**src/rtl/cnu_min_sched.sv**
```systemverilog
// Serial min-sum check-node scheduler: running min1/min2/idx/sign per row,
// one registered result per row over a valid/ready handshake.
module cnu_min_sched #(
    parameter int DATA_W = 9,
    parameter int IDX_W  = 3
) (
    input  logic              clk,
    input  logic              rst,
    input  logic              flush,
    input  logic              in_valid,
    output logic              in_ready,
    input  logic [DATA_W-1:0] in_mag,
    input  logic              in_sign,
    input  logic              in_last,
    output logic              out_valid,
    input  logic              out_ready,
    output logic [DATA_W-1:0] out_min1,
    output logic [DATA_W-1:0] out_min2,
    output logic [IDX_W-1:0]  out_idx,
    output logic              out_sign,
    output logic [IDX_W:0]    out_deg,
    output logic              out_ovf
);
    // state | meaning
    // IDLE  | no partial row
    // ACC   | row in progress
    // HOLD  | result pending, out_valid high
    localparam logic [1:0] IDLE = 2'd0;
    localparam logic [1:0] ACC  = 2'd1;
    localparam logic [1:0] HOLD = 2'd2;

    localparam logic [IDX_W:0]    DEG_MAX  = {1'b1, {IDX_W{1'b0}}};
    localparam logic [DATA_W-1:0] MAG_ONES = {DATA_W{1'b1}};

    logic [1:0]        state;
    logic [DATA_W-1:0] acc_min1, acc_min2;
    logic [IDX_W-1:0]  acc_idx;
    logic              acc_sign;
    logic [IDX_W:0]    acc_cnt;

    logic [DATA_W-1:0] n_min1, n_min2;
    logic [IDX_W-1:0]  n_idx;
    logic              n_sign;
    logic [IDX_W:0]    n_cnt;
    logic              drop, take, row_done;

    assign in_ready  = (state != HOLD) || out_ready;
    assign out_valid = (state == HOLD);
    // flush never touches a pending result, so it only wins outside HOLD
    assign drop      = flush && (state != HOLD);
    assign take      = in_valid && in_ready && !drop;

    always_comb begin
        n_min1 = in_mag;
        n_min2 = MAG_ONES;
        n_idx  = '0;
        n_sign = in_sign;
        n_cnt  = (IDX_W+1)'(1);
        if (state == ACC) begin
            n_min1 = acc_min1;
            n_min2 = acc_min2;
            n_idx  = acc_idx;
            // strict compares: equal magnitudes keep the lower index
            if (in_mag < acc_min1) begin
                n_min2 = acc_min1;
                n_min1 = in_mag;
                n_idx  = acc_cnt[IDX_W-1:0];
            end else if (in_mag < acc_min2) begin
                n_min2 = in_mag;
            end
            n_sign = acc_sign ^ in_sign;
            n_cnt  = acc_cnt + (IDX_W+1)'(1);
        end
    end

    assign row_done = in_last || (n_cnt == DEG_MAX);

    always_ff @(posedge clk or posedge rst) begin
        if (rst) begin
            state    <= IDLE;
            acc_min1 <= '0;
            acc_min2 <= '0;
            acc_idx  <= '0;
            acc_sign <= 1'b0;
            acc_cnt  <= '0;
            out_min1 <= '0;
            out_min2 <= '0;
            out_idx  <= '0;
            out_sign <= 1'b0;
            out_deg  <= '0;
            out_ovf  <= 1'b0;
        end else if (drop) begin
            state    <= IDLE;
            acc_min1 <= '0;
            acc_min2 <= '0;
            acc_idx  <= '0;
            acc_sign <= 1'b0;
            acc_cnt  <= '0;
        end else if (take) begin
            if (row_done) begin
                state    <= HOLD;
                out_min1 <= n_min1;
                out_min2 <= n_min2;
                out_idx  <= n_idx;
                out_sign <= n_sign;
                out_deg  <= n_cnt;
                out_ovf  <= !in_last;
                acc_min1 <= '0;
                acc_min2 <= '0;
                acc_idx  <= '0;
                acc_sign <= 1'b0;
                acc_cnt  <= '0;
            end else begin
                state    <= ACC;
                acc_min1 <= n_min1;
                acc_min2 <= n_min2;
                acc_idx  <= n_idx;
                acc_sign <= n_sign;
                acc_cnt  <= n_cnt;
            end
        end else if ((state == HOLD) && out_ready) begin
            state <= IDLE;
        end
    end
endmodule

```
**config.mk**
```make
export PLATFORM = sky130hd
export DESIGN_NAME = cnu_min_sched
export DESIGN_NICKNAME = d
export VERILOG_FILES = /design/src/rtl/cnu_min_sched.sv
export SDC_FILE = /design/constraint.sdc
export NUM_CORES = 1
export LEC_CHECK = 0
export CAP_MARGIN = 20
export CORE_MARGIN = 4
export CORE_UTILIZATION = 35
export CTS_BUF_LIST = sky130_fd_sc_hd__clkbuf_8
export DETAILED_ROUTE_END_ITERATION = 8
export GPL_ROUTABILITY_DRIVEN = 0
export MAX_ROUTING_LAYER = met4
export PLACE_DENSITY = 0.61
export SLEW_MARGIN = 25
export SYNTH_ARGS = -nofsm -noshare
export SYNTH_HDL_FRONTEND = slang
export SYNTH_SLANG_ARGS = --single-unit
```
**constraint.sdc**
```tcl
create_clock -name clk -period 6.25 [get_ports clk]
set_input_delay 1.875 -clock clk [delete_from_list [all_inputs] [get_ports clk]]
set_output_delay 1.875 -clock clk [all_outputs]
set_load 0.05 [all_outputs]
```
gates.png
Scale: 4 px per um.
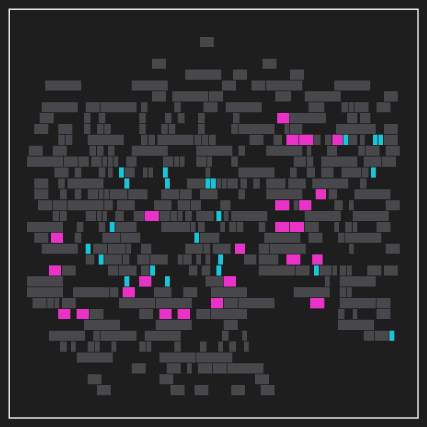
Key: cyan = inv cells [cells 22]; magenta = non-inverting ao/oa cells [cells 24]
Finished Layout Cells: 460
logic share of the area: 0.419
dominant logic cell type in the layout: sky130_fd_sc_hd__dfrtp_1

m3.png
Scale: 3 px per um.
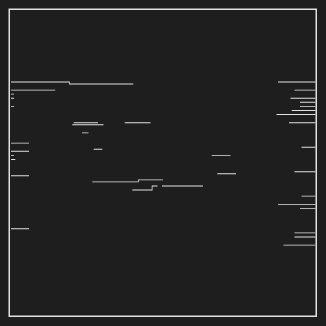
The layer holds 4.2% of the routed length. The longest straight run is 21.2 um. The wires run mostly horizontal.

sizing.png
Scale: 4 px per um.
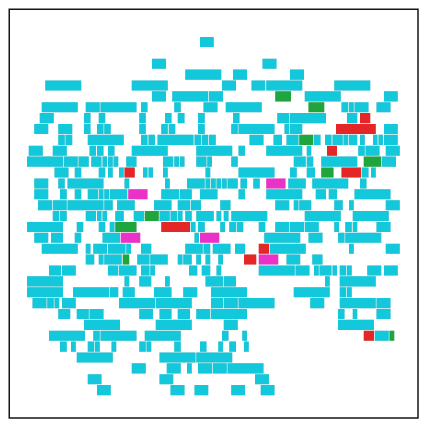
Key: green = x2 [cells 9, share 2.5%, most used mux2_2]; cyan = x1 and smaller [cells 332, share 94%, most used dfrtp_1]; red = x3 and x4 [cells 9, share 2.5%, most used buf_4]; magenta = x6 and larger [cells 5, share 1.4%, most used clkbuf_8]

m2.png
Scale: 3 px per um.
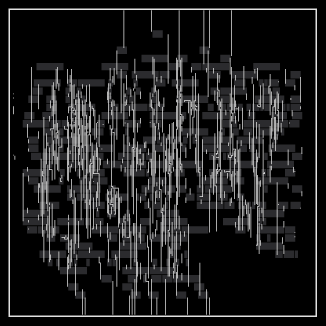
The layer carries 3540 um of wire. 319 nets have wire on it. The longest straight run is 38.4 um.

==> run notes <==
Flow results are below.

- The first global-routing pass estimated 12.2 mm of wire.
- Of the post-synthesis cell area, the part taken by muxes is 0.0755.
- In the global route stage, met1 resource usage came out at 0.186.
- Using the TritonRoute via totals, the vias-per-cell ratio works out to 5.39.
- The number of top-level design ports is 45, for reference.
- The power per cell area is 281 nW/um^2, for reference.
- The report puts the cell count of the worst reg-to-reg path at 8.
- The sequential cell power is 0.437 mW, for reference.
- The run finished with clean final reports.
- The capturing element type of the critical path is a primary output, for reference.
- The combined area of all synthesized cells is 3080 sq um, for reference.
- In this run the remaining antenna-violating nets after routing total 0.
- In this run the tools logged warnings totalling 26.
- The top cell types in the final layout, fill and taps aside, are sky130_fd_sc_hd__dfrtp_1 (55), sky130_fd_sc_hd__clkdlybuf4s50_1 (44), sky130_fd_sc_hd__o21ai_0 (36).
- In this run the standard cell core region covers 8380 sq um.
- The number of fillers in the final layout is 830, for reference.
- In this run, post-CTS repair resized a total of 0 instances.
- The total of max-cap violations is 0, for reference.
- Counting instances in the post-synthesis netlist gives the leading cell types as sky130_fd_sc_hd__dfrtp_1 (55), sky130_fd_sc_hd__o21ai_0 (36), sky130_fd_sc_hd__nand2_1 (31).
- The area fraction in xor and xnor cells is 0.00853, for reference.
- The hold violation total from the final report is 0, for reference.
- The die area is 10400 sq um, for reference.
- The final setup violation count is 0, for reference.
- The TritonCTS sink count is 55, for reference.
- The net count entering floorplan is 350, for reference.
- The completed layout was analyzed and its total power is 1.04 mW.
- The startpoint of the tightest hold check path is out_sign$_DFFE_PP0P_, for reference.
- The final-report max-slew violation count is 0, for reference.
- The relative slew slack is 0.364, for reference.
- The timing report gives the worst reg2reg path a setup slack of 3.59 ns.
- Per the detailed placement report, the placed cell area equals 3600 sq um.
- The synthesized netlist handed to floorplanning was reported with a cell count of 317.
- The share of the core filled with cells in the final layout is 0.440, for reference.
- The busiest metal layer after global routing is met2, for reference.
- Summed over all nets, wire length on met3 after detailed routing comes to 292 um.
- Per the layout report, the design carries 47 non-clock buffers.
- The maximum buffer depth of the clock tree is 2, for reference.
- The end point of the most critical hold path is out_sign$_DFFE_PP0P_, for reference.
- In this run the static leakage power is 1.50 nW.
- Signal nets in the final route climb as high as met4.
- Clock skew on the completed layout was measured at 0.0156 ns.
- The final report gives the standard cell area, fillers excluded, as 3690 sq um.
- Recorded from the global router log, the overflow total was 0.
- For met3 alone, demand over resource in global routing was 0.0259.
- The data arrival time of the critical path is 3.42 ns, for reference.
- Setup repair after global routing left no endpoint under its margin.
- The yosys synthesis chip area is 3080 sq um, for reference.
- The maximum number of pins on one net before global-route repair is 56, for reference.
- The smallest clock period supported by the final layout is computed as 5.30 ns.
- The final worst hold slack is 0.486 ns, for reference.
- The most frequent cell after synthesis is sky130_fd_sc_hd__dfrtp_1, for reference.
- Listed in order, past its start point the critical path passes clkdlybuf4s50_1, nor3b_2, inv_1, clkdlybuf4s50_1.
- Of the synthesized area, sequential elements account for 0.447.
- In this run, the synthesized area fraction spent on and/or/nand/nor cells is recorded as 0.104.
- Power attributed to combinational cells is 0.400 mW.
- The combined area of the multi-input logic cells is 1540 sq um, for reference.
- The buffer_ports step reported a buffer count of 44.
- The share of total power dissipated in combinational logic is 0.385.
- The delay of the slowest cell on the worst path is 0.72 ns, for reference.
- Of the available clock period, the critical path in the final layout requires 0.848.
- The chip height is 102 um, for reference.
- The TritonCTS buffer count is 5, for reference.
- Counting flops and latches in the post-synthesis netlist gives 55.
- The type of origin of the critical path is an input pin, for reference.
- The detailed-route wire length on metal 1 is 3.19 mm, for reference.
- The post-CTS setup buffer count is 0, for reference.
- The maximum vdd drop is 0.127 mV, for reference.
- The clock transition at the registers of the reported paths is 0.09 ns, for reference.
- Per STA, the library cell used most along the worst path is sky130_fd_sc_hd__clkdlybuf4s50_1.
- Yosys shows that the main logic family after synthesis is AND-OR/OR-AND gates.
- The TritonCTS clock tree is yes, for reference.
- Along the worst hold path, the cell count comes to 2.
- The part of the power in the clock network is 0.193, for reference.
- The post-synthesis area per instance is 9.72 sq um, for reference.
- The worst setup path is of the input pin to primary output kind.
- The number of diodes added for antenna fixing is 0, for reference.
- Once routing completed, OpenROAD measured the worst setup slack at 0.951 ns.
- The initial standard-cell utilization of the core is 0.368, for reference.
- The proportion of total power due to net switching is 0.402, for reference.
- The net switching power is 0.417 mW, for reference.
- Per the timing report, the most critical flop-to-flop path finishes at acc_min1[8]$_DFFE_PP0P_.
- The area share of the largest cell type after synthesis is 0.447, for reference.
- Cell internal power was estimated by the tool at 0.620 mW.
- The number of nets in the layout is 387, for reference.
- The worst register-to-register path begins at acc_min1[4]$_DFFE_PP0P_.
- The fraction of met2 tracks used by global routing is 0.261, for reference.
- The number of non-clock inverters is 22, for reference.
- The layout report lists the non-clock buffer share of cell area as 0.126.
- According to the timing report, the critical path is captured at in_ready.
- The count of hold buffers inserted by post-cts repair is 0, for reference.
- The layout overhead on the synthesized area is 19.6%, for reference.
- The number of global-route vias before repair is 2490, for reference.
- The synthesized-area fraction occupied by adder cells is 0.0690, for reference.
- Per the synthesis report, the number of distinct cell types is 47.
- The count of library flops with an enable pin is 0, for reference.
No activity file was given, so power comes from the tool's default toggle rates.
